===== src/rtl/r2_mac_sequencer.sv =====
// r2_mac_sequencer
// Control stage in front of a shared single-precision multiply-add block
// (result = ax*ay + az). It accepts one displacement (dx, dy, dz) and
// chains three mul-adds on the MAC: dx*dx+0, dy*dy+acc, dz*dz+acc. It then
// presents r2, a cutoff flag and the pair tag to the force pipeline.
//
// Ports:
//   clk, rst_n              clock, synchronous active-low reset
//   in_valid/in_ready       displacement handshake
//   in_dx/in_dy/in_dz       FP32 displacement components
//   in_tag                  pair identifier, passed through to out_tag
//   mac_ena                 MAC clock enable (always 1 outside reset)
//   mac_ax/mac_ay/mac_az    MAC operands
//   mac_result              MAC output, MAC_LATENCY cycles after the operands
//   out_valid/out_ready     result handshake
//   out_r2                  dx^2+dy^2+dz^2, FP32
//   out_in_range            r2 strictly below CUTOFF2 (never for NaN/Inf)
//   out_tag                 tag of this result
module r2_mac_sequencer #(
  parameter int          MAC_LATENCY = 4,
  parameter logic [31:0] CUTOFF2     = 32'h41800000,
  parameter int          TAG_W       = 8
) (
  input  logic             clk,
  input  logic             rst_n,
  input  logic             in_valid,
  output logic             in_ready,
  input  logic [31:0]      in_dx,
  input  logic [31:0]      in_dy,
  input  logic [31:0]      in_dz,
  input  logic [TAG_W-1:0] in_tag,
  output logic             mac_ena,
  output logic [31:0]      mac_ax,
  output logic [31:0]      mac_ay,
  output logic [31:0]      mac_az,
  input  logic [31:0]      mac_result,
  output logic             out_valid,
  input  logic             out_ready,
  output logic [31:0]      out_r2,
  output logic             out_in_range,
  output logic [TAG_W-1:0] out_tag
);

  localparam logic [3:0] LAT = 4'(MAC_LATENCY);

  typedef enum logic [1:0] {
    S_IDLE  = 2'd0,
    S_ISSUE = 2'd1,
    S_WAIT  = 2'd2,
    S_DONE  = 2'd3
  } state_t;

  state_t           state;
  state_t           state_nxt;
  logic [1:0]       op;
  logic [1:0]       op_nxt;
  logic [3:0]       wait_cnt;
  logic [3:0]       wait_cnt_nxt;
  logic [31:0]      lat_dy;
  logic [31:0]      lat_dz;
  logic [TAG_W-1:0] lat_tag;
  logic             accept;
  logic             capture;

  // r2 is a sum of squares, so the magnitude bits order like an unsigned
  // integer; -0.0 has zero magnitude and is in range. NaN/Inf never are.
  function automatic logic in_range_of(input logic [31:0] v);
    if (v[30:23] == 8'hFF) begin
      return 1'b0;
    end else begin
      return (v[30:0] < CUTOFF2[30:0]);
    end
  endfunction

  assign accept  = in_valid & in_ready;
  // Capture is keyed only to the wait counter, so whatever the MAC pipeline
  // held from an aborted pair is never sampled.
  assign capture = (state == S_WAIT) && (wait_cnt == LAT);

  // State register, operation index and wait counter
  always_ff @(posedge clk) begin
    if (!rst_n) begin
      state    <= S_IDLE;
      op       <= 2'd0;
      wait_cnt <= 4'd0;
    end else begin
      state    <= state_nxt;
      op       <= op_nxt;
      wait_cnt <= wait_cnt_nxt;
    end
  end

  // Next-state logic: IDLE -> (ISSUE -> WAIT) x3 -> DONE -> IDLE
  always_comb begin
    state_nxt    = state;
    op_nxt       = op;
    wait_cnt_nxt = wait_cnt;
    case (state)
      S_IDLE: begin
        if (accept) begin
          state_nxt = S_ISSUE;
          op_nxt    = 2'd0;
        end else begin
          state_nxt = S_IDLE;
        end
      end
      S_ISSUE: begin
        state_nxt    = S_WAIT;
        wait_cnt_nxt = 4'd1;
      end
      S_WAIT: begin
        if (capture) begin
          if (op == 2'd2) begin
            state_nxt = S_DONE;
          end else begin
            state_nxt = S_ISSUE;
            op_nxt    = op + 2'd1;
          end
        end else begin
          wait_cnt_nxt = wait_cnt + 4'd1;
        end
      end
      S_DONE: begin
        if (out_ready) begin
          state_nxt = S_IDLE;
        end else begin
          state_nxt = S_DONE;
        end
      end
      default: begin
        state_nxt = S_IDLE;
      end
    endcase
  end

  // Registered outputs and operand/accumulator datapath. The running sum
  // lives in mac_az (next addend) and finally in out_r2, so no separate
  // accumulator register is needed.
  always_ff @(posedge clk) begin
    if (!rst_n) begin
      in_ready     <= 1'b0;
      mac_ena      <= 1'b0;
      mac_ax       <= 32'd0;
      mac_ay       <= 32'd0;
      mac_az       <= 32'd0;
      out_valid    <= 1'b0;
      out_r2       <= 32'd0;
      out_in_range <= 1'b0;
      out_tag      <= {TAG_W{1'b0}};
      lat_dy       <= 32'd0;
      lat_dz       <= 32'd0;
      lat_tag      <= {TAG_W{1'b0}};
    end else begin
      mac_ena   <= 1'b1;
      in_ready  <= (state_nxt == S_IDLE);
      out_valid <= (state_nxt == S_DONE);
      if (accept) begin
        lat_dy  <= in_dy;
        lat_dz  <= in_dz;
        lat_tag <= in_tag;
        mac_ax  <= in_dx;
        mac_ay  <= in_dx;
        mac_az  <= 32'd0;
      end
      if (capture) begin
        case (op)
          2'd0: begin
            mac_ax <= lat_dy;
            mac_ay <= lat_dy;
            mac_az <= mac_result;
          end
          2'd1: begin
            mac_ax <= lat_dz;
            mac_ay <= lat_dz;
            mac_az <= mac_result;
          end
          default: begin
            out_r2       <= mac_result;
            out_in_range <= in_range_of(mac_result);
            out_tag      <= lat_tag;
          end
        endcase
      end
    end
  end

endmodule


===== config.mk =====
export PLATFORM = sky130hd
export DESIGN_NAME = r2_mac_sequencer
export DESIGN_NICKNAME = d
export VERILOG_FILES = /design/src/rtl/r2_mac_sequencer.sv
export SDC_FILE = /design/constraint.sdc
export NUM_CORES = 1
export LEC_CHECK = 0
export CAP_MARGIN = 20
export CORE_MARGIN = 3
export CORE_UTILIZATION = 40
export DETAILED_ROUTE_END_ITERATION = 16
export DONT_BUFFER_PORTS = 1
export RECOVER_POWER = 25
export SLEW_MARGIN = 20
export SYNTH_ARGS = -nofsm -noshare
export SYNTH_HDL_FRONTEND = slang
export SYNTH_SLANG_ARGS = --single-unit

===== constraint.sdc =====
create_clock -name clk -period 2.7 [get_ports clk]
set_input_delay 0.54 -clock clk [delete_from_list [all_inputs] [get_ports clk]]
set_output_delay 0.54 -clock clk [all_outputs]
set_load 0.005 [all_outputs]

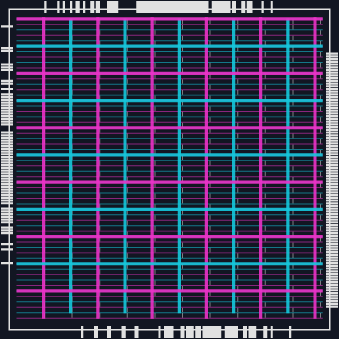
run_1/power_grid.png
Drawn at 2 px/um. Pins as bars on the die edge. Tap cells in grey.
legend:
  VDD:
    colour: cyan
  VSS:
    colour: magenta
met5 straps: 11
met1 rails: 56
die height: 160 um
core area: 0.0229 mm2

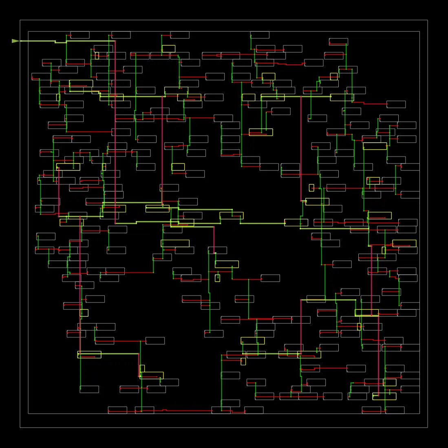
run_1/clocks.png
clk_lat worst skew: 0.52 ns
number of buffers created by CTS: 25
Seq cells: 220
skew final: 0.0211 ns
TritonCTS Sinks: 220

==> flow_summary_export.csv, run 1 <==
group,metric,value,unit
detailed_routing,wire_per_inst,21.3,um
worst_setup_path,worstPathMaxFanout,43,
clock_tree,clock_tree.root_cell,"clkbuf_16",
layout,final_cell_area,0.0103,mm2
layout,syn_to_final_growth,9.50,%
logic_synthesis,edf_count,0,
layout,nets,1204,
detailed_routing,dr.first_iter.drc_count,807,
clock_tree,cts_resized,0,
pwr,p_seq_share,47.8,%
worst_setup_path,r2r_start,"wait_cnt[0]",
clock_tree,cts_tree,"done",
layout,comb_cells,778,
logic_synthesis,yosysTopAreaCellShare,46.7,%
layout,biggestCellCategory,"flip-flops and latches",
worst_setup_path,path_class,"reg2reg",
pwr,p_sw,1.75,mW
floorplan,ioPinCount,280,
pwr,pg_comb,0.489,mW
detailed_routing,vias_per_cell,5.91,
layout,layout-drive-gt1-share,7.53,%
grt,grt_pass1_vias,7520,
timing,drv_slew,0,
worst_setup_path,cp_slowest_cell,"nand4b_4",
logic_synthesis,synth.avg_cell_area,8.33,um2
timing,setup_ws,0.638,ns
placed_design,port_buffers,0,
placed_design,place_ws,0.652,ns
logic_synthesis,topCellsByArea,"dfxtp_1 (47%), a21oi_1 (11%), nand2_1 (5.9%), o22ai_1 (4.2%), a21boi_0 (4.2%)",
logic_synthesis,yosysCellCount,1131,
layout,seq_area,0.00441,mm2
layout,finalNonFillerCells,1391,
grt,antenna_found_initial,4,
pwr,maxPowerGroup,"sequential cells",
timing,timing.final.crit_share,76.4,%
logic_synthesis,yosys_warnings,0,
timing,worst_pin_slew,0.792,ns
grt,grt_max_degree,100,
worst_setup_path,critPathLaunchType,"register",
worst_setup_path,path_buffers,3,
worst_hold_path,min_path_type,"in2reg",
timing,tns,0,ns
run,warnings,29,
clock_tree,post_cts.repair.setup_buffers,0,
logic_synthesis,aoi_share,29.3,%
timing,hold_ws,0.0585,ns
timing,hold_viol,0,
layout,n_all_inverters,5,
logic_synthesis,topCombFamilyByArea,"AND-OR/OR-AND gates",
logic_synthesis,synthAdderAreaFrac,0.664,%
layout,fillCellCount,2303,
placed_design,post-place-cells,1345,
pwr,switching_share,24.1,%
timing,relSlewSlack,47.2,%
floorplan,fp_util,41.1,%
logic_synthesis,synth_nets,1276,
worst_setup_path,worst-path-stages,7,
placed_design,place.gp.congestion,0.867,
outcome,outcome,"completed",
pwr,p_int,5.49,mW
placed_design,dpl-instance-area,0.00952,mm2
logic_synthesis,synth.cellmix.simpleShare,16.4,%
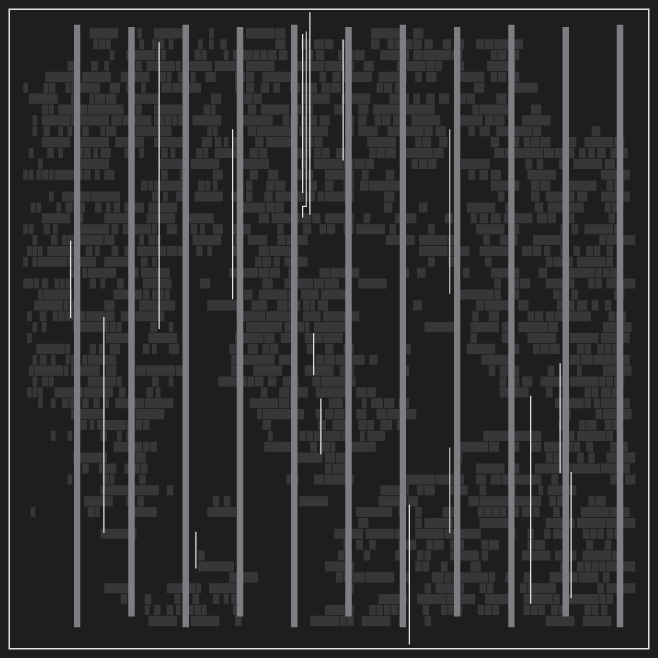
run_1/layer_met4.png
Drawn at 4 px/um. Supply wires on this layer in grey.
share of all routed wire: 2.0%
nets with wire on the layer: 10
wire length on this layer: 593 um
longest straight run: 71.4 um
main direction: vertical

==> run 1: cell families after synthesis <==
family | Yosys count
flops | 220
compound gates | 458
simple gates | 314
mux | 1
buf+inv | 133
fa+ha+maj | 5
==> run 1: placed cells by master (no fill, tap or decap), types with 2 or more instances in the layout <==
master and count:
nor2b_1 2, nor2_1 4, a21boi_1 11, o21ai_2 2, clkbuf_1 5, clkbuf_16 25
a21oi_1 211, o21ai_1 38, a2111oi_0 2, and3_1 33, nand3_1 79, a21boi_0 53
or3_1 32, inv_1 4, ha_1 5, nand3b_1 3, clkinv_2 4, nand2b_1 2
o311ai_0 2, buf_12 7, diode_2 3, o22ai_1 64, dfxtp_1 219, a22oi_1 33
buf_4 22, o211ai_1 34, and3b_2 2, nand2_1 147, clkbuf_8 6
run_1/wires.png
Drawn at 3 px/um.
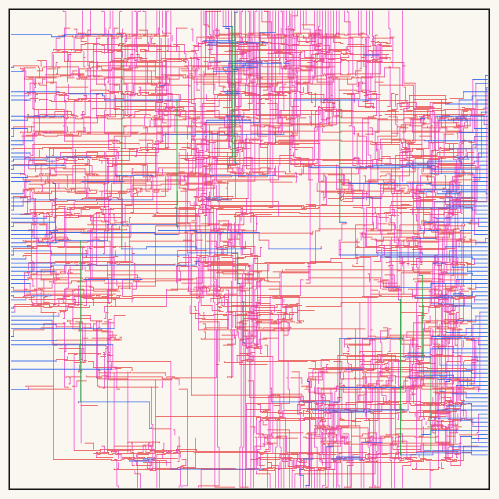

==> run 2: changes to the inputs <==
- clock period: 2.7 -> 2.05 ns (I/O delays scaled with it)
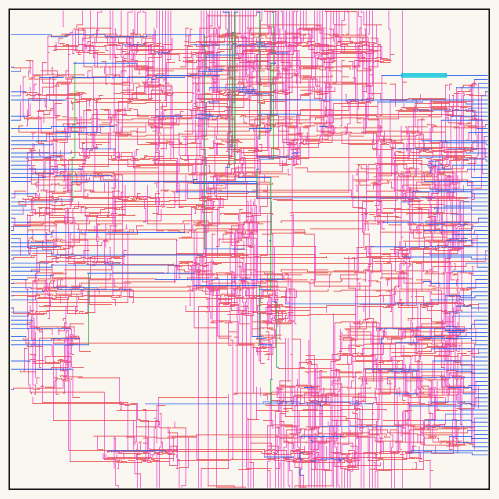
run_2/wires.png
Drawn at 3 px/um.
legend:
  metal 3:
    colour: blue
    wire_length: 3000 um
  metal 4:
    colour: green
    wire_length: 492 um
  metal 1:
    colour: red
    wire_length: 13000 um
  metal 5:
    colour: cyan
    wire_length: 13.8 um
  metal 2:
    colour: magenta
    wire_length: 12900 um

==> flow_summary_export.csv, run 2 <==
group,metric,value,unit
outcome,outcome,"completed",
detailed_routing,dr.first_iter.drc_count,668,
layout,biggestCellCategory,"flip-flops and latches",
layout,n_all_inverters,5,
layout,nets,1225,
floorplan,fp_util,41.1,%
logic_synthesis,yosysTopAreaCellShare,46.7,%
worst_setup_path,path_buffers,1,
placed_design,port_buffers,0,
worst_setup_path,worst-path-stages,5,
pwr,switching_share,23.7,%
clock_tree,cts_sinks,220,
grt,grt_max_degree,100,
logic_synthesis,synth.avg_cell_area,8.33,um2
timing,worst_pin_slew,0.557,ns
clock_tree,post_cts.repair.setup_buffers,0,
logic_synthesis,topCellsByArea,"dfxtp_1 (47%), a21oi_1 (11%), nand2_1 (5.9%), o22ai_1 (4.2%), a21boi_0 (4.2%)",
logic_synthesis,edf_count,0,
clock_tree,cts_inserted_buffers,26,
floorplan,die_h,160,um
pwr,p_sw,2.41,mW
layout,design.seq.count,220,
worst_setup_path,r2r_start,"op[0]",
layout,finalNonFillerCells,1413,
floorplan,core_area,0.0229,mm2
placed_design,place.gp.congestion,0.865,
layout,layout-drive-gt1-share,8.29,%
run,warnings,29,
logic_synthesis,yosysCellCount,1131,
clock_tree,cts_resized,0,
timing,hold_ws,0.0150,ns
pwr,pg_comb,0.687,mW
placed_design,post-place-cells,1350,
logic_synthesis,yosys_warnings,0,
detailed_routing,wire_per_inst,20.8,um
logic_synthesis,synth_nets,1276,
layout,fillCellCount,2273,
layout,lay_top_count,"dfxtp_1",
placed_design,place_ws,0.0566,ns
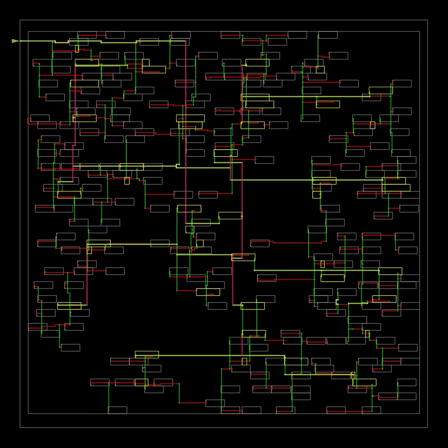
run_2/clocks.png
skew final: 0.0185 ns
clock distribution power: 4.93 mW
clkbuf count: 32

## run 2: cell count changes in the layout (fill, tap and decap cells not counted), sizes merged
cell,delta
dlygate4sd3,+15
buf,+5
bufinv,+4
clkbuf,-4
inv,+2
clkinvlp,+1
diode,-1
## run 2: worst min path at each step
stage	startpoint	end	slack (ns)
final	in_dy[20]	lat_dy[20]	0.01
after global routing	in_dz[12]	lat_dz[12]	0.005
after CTS	in_dy[15]	lat_dy[15]	0.0002
after detailed placement	rst_n	mac_ena	0.44
after global placement	rst_n	mac_ena	0.44
after floorplan	lat_dy[0]	lat_dy[0]	0.44
## run 2: kinds of logic after synthesis
logic type               share of synthesized area, %
multiplexers                                    0.106
AND-OR/OR-AND                                    29.3
AND/OR/NAND/NOR                                  16.4
adder cells (fa/ha/maj)                         0.664
buffers and inverters                            6.84
flip-flops                                       46.7
run_2/power_grid.png
Drawn at 2 px/um. Pins as bars on the die edge. Tap cells in grey.
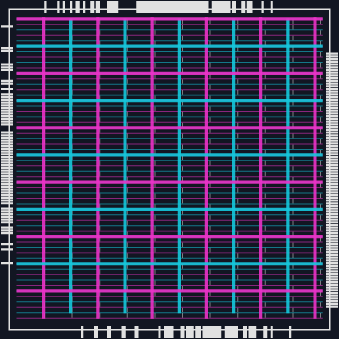

==> run 3: changes to the inputs <==
- CORE_ASPECT_RATIO: default -> 0.8
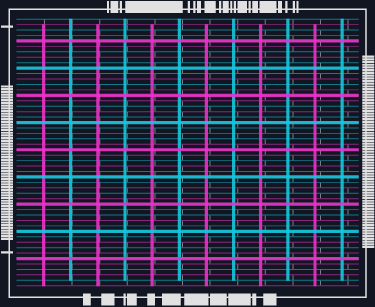
run_3/power_grid.png
Drawn at 2 px/um. Pins as bars on the die edge. Tap cells in grey.
legend:
  VDD:
    colour: cyan
  VSS:
    colour: magenta
met1 rails: 50
met5 straps: 9
signal pins: 280
die height: 143 um
core area: 0.0228 mm2
peak supply drop: 643 uV
Die Wd: 178 um

==> flow_summary_export.csv, run 3 <==
group,metric,value,unit
layout,finalNonFillerCells,1380,
logic_synthesis,ys_ff,220,
clock_tree,post_cts.repair.setup_buffers,0,
clock_tree,clkLatencyLatePin,0.51,ns
outcome,outcome,"completed",
timing,timing.final.crit_share,93.9,%
timing,tns,0,ns
pwr,p_int,7.45,mW
grt,grt-ovfl-total,0,
worst_setup_path,cp_slowest_stage_delay,0.61,ns
logic_synthesis,edf_count,0,
placed_design,post-place-cells,1338,
detailed_routing,vias_per_cell,5.85,
clock_tree,cts_buffer_depth,3,
placed_design,place_ws,0.137,ns
timing,setup_ws,0.126,ns
timing,hold_viol,0,
worst_setup_path,r2r_cells,6,
worst_setup_path,critPathLaunchType,"register",
clock_tree,cts_resized,0,
worst_hold_path,hold_start,"in_tag[5]",
logic_synthesis,aoi_share,29.3,%
timing,drv_slew,0,
layout,final_cell_area,0.0105,mm2
timing,relSlewSlack,63.2,%
detailed_routing,ant_nets,0,
layout,layout-drive-gt1-share,7.36,%
logic_synthesis,yosysTopAreaCellShare,46.7,%
layout,lay_top_count,"dfxtp_1",
layout,layout_top_cells,"dfxtp_1 (219), a21oi_1 (211), nand2_1 (147), nand3_1 (79), o22ai_1 (64)",
clock_tree,cts_inserted_buffers,24,
logic_synthesis,synthAdderAreaFrac,0.664,%
placed_design,dpl-instance-area,0.00965,mm2
worst_hold_path,whs_endpoint,"lat_tag[5]",
clock_tree,clk_pin_slew,0.06,ns
logic_synthesis,yosysCellCount,1131,
timing,skew,0.00911,ns
worst_setup_path,path_buffers,2,
clock_tree,cts_tree,"done",
grt,grt_max_degree,100,
detailed_routing,wire_per_inst,20.8,um
pwr,p_sw,2.25,mW
layout,nets,1204,
logic_synthesis,synth.cellmix.simpleShare,16.4,%
pwr,switching_share,23.2,%
worst_setup_path,worst-path-stages,6,
layout,syn_to_final_growth,11.2,%
pwr,pg_comb,0.673,mW
grt,grt_pass1_vias,7269,
detailed_routing,top_layer_used,"met4",
worst_setup_path,r2r_start,"op[0]",
detailed_routing,dr.first_iter.drc_count,720,
worst_hold_path,min_path_type,"in2reg",
worst_setup_path,crit_path_end_kind,"register",
logic_synthesis,topCellsByArea,"dfxtp_1 (47%), a21oi_1 (11%), nand2_1 (5.9%), o22ai_1 (4.2%), a21boi_0 (4.2%)",
pwr,maxPowerGroup,"sequential cells",
logic_synthesis,xor_area_share,0,%
run,warnings,29,
floorplan,row_count,49,
detailed_routing,wl_met1,13700,um
floorplan,fp_util,41.3,%
logic_synthesis,synth.avg_cell_area,8.33,um2
grt,grt_use_met2,29.7,%
placed_design,place.gp.congestion,0.813,
pwr,power_leakage,3.47,nW
logic_synthesis,synth_nets,1276,
timing,worst_pin_slew,0.552,ns
worst_setup_path,worstPathMaxFanout,32,
worst_setup_path,path_class,"reg2reg",
logic_synthesis,syn_inst,1131,
layout,seq_area,0.00441,mm2
worst_setup_path,arrival,2.30,ns
floorplan,ioPinCount,280,
pwr,pg_seq,4.54,mW
placed_design,port_buffers,0,
layout,fillCellCount,2274,
worst_setup_path,cp_slowest_cell,"or4b_4",
worst_setup_path,reg2reg_setup_slack,0.13,ns
clock_tree,clock_tree.root_cell,"clkbuf_16",
pwr,p_seq_share,46.8,%
layout,fin_util,46.0,%
timing,hold_ws,0.0309,ns
logic_synthesis,topCombFamilyByArea,"AND-OR/OR-AND gates",
grt,antenna_found_initial,1,
clock_tree,cts_sinks,220,
pwr,pg_clk,4.48,mW
logic_synthesis,yosys_warnings,0,
logic_synthesis,muxShareOfSynthArea,0.106,%
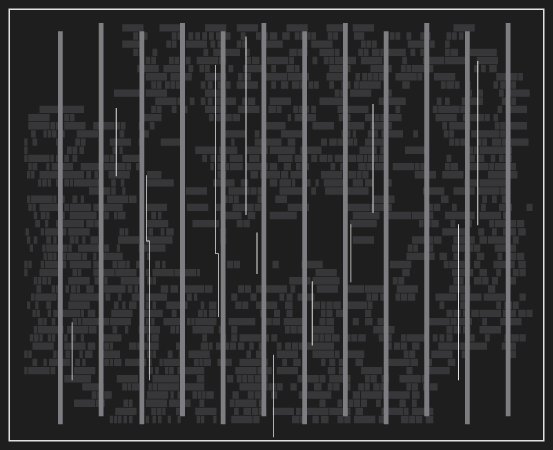
run_3/layer_met4.png
Drawn at 3 px/um. Supply wires on this layer in grey.
nets with wire on the layer: 5
longest straight run: 62.7 um
total number of vias: 8077
Routed WL: 28700 um

[run 3: cell counts after synthesis]
Identical to the previous run, type by type.
[run 3: area by class of cell]
class / instances / share of cell area, %
clock inverters: 7 / 1.10
multi-input cells: 778 / 41.9
inverters: 5 / 0.227
flip-flops and latches: 220 / 42.0
repair buffers: 30 / 4.32
well taps: 306 / 3.65
clock buffers: 34 / 6.77
[run 3: timing repair]
item                                    4_1_cts  5_1_grt
endpoints found under the setup margin        0        0
hold endpoints to repair                      1        0
hold buffers                                  1        0
[run 3: logic make-up after synthesis]
family	count (synthesis)
multiplexers	1
buffers and inverters	133
AND-OR/OR-AND	458
adder cells (fa/ha/maj)	5
flip-flops	220
AND/OR/NAND/NOR	314
No activity file was given, so power comes from the tool's default toggle rates.
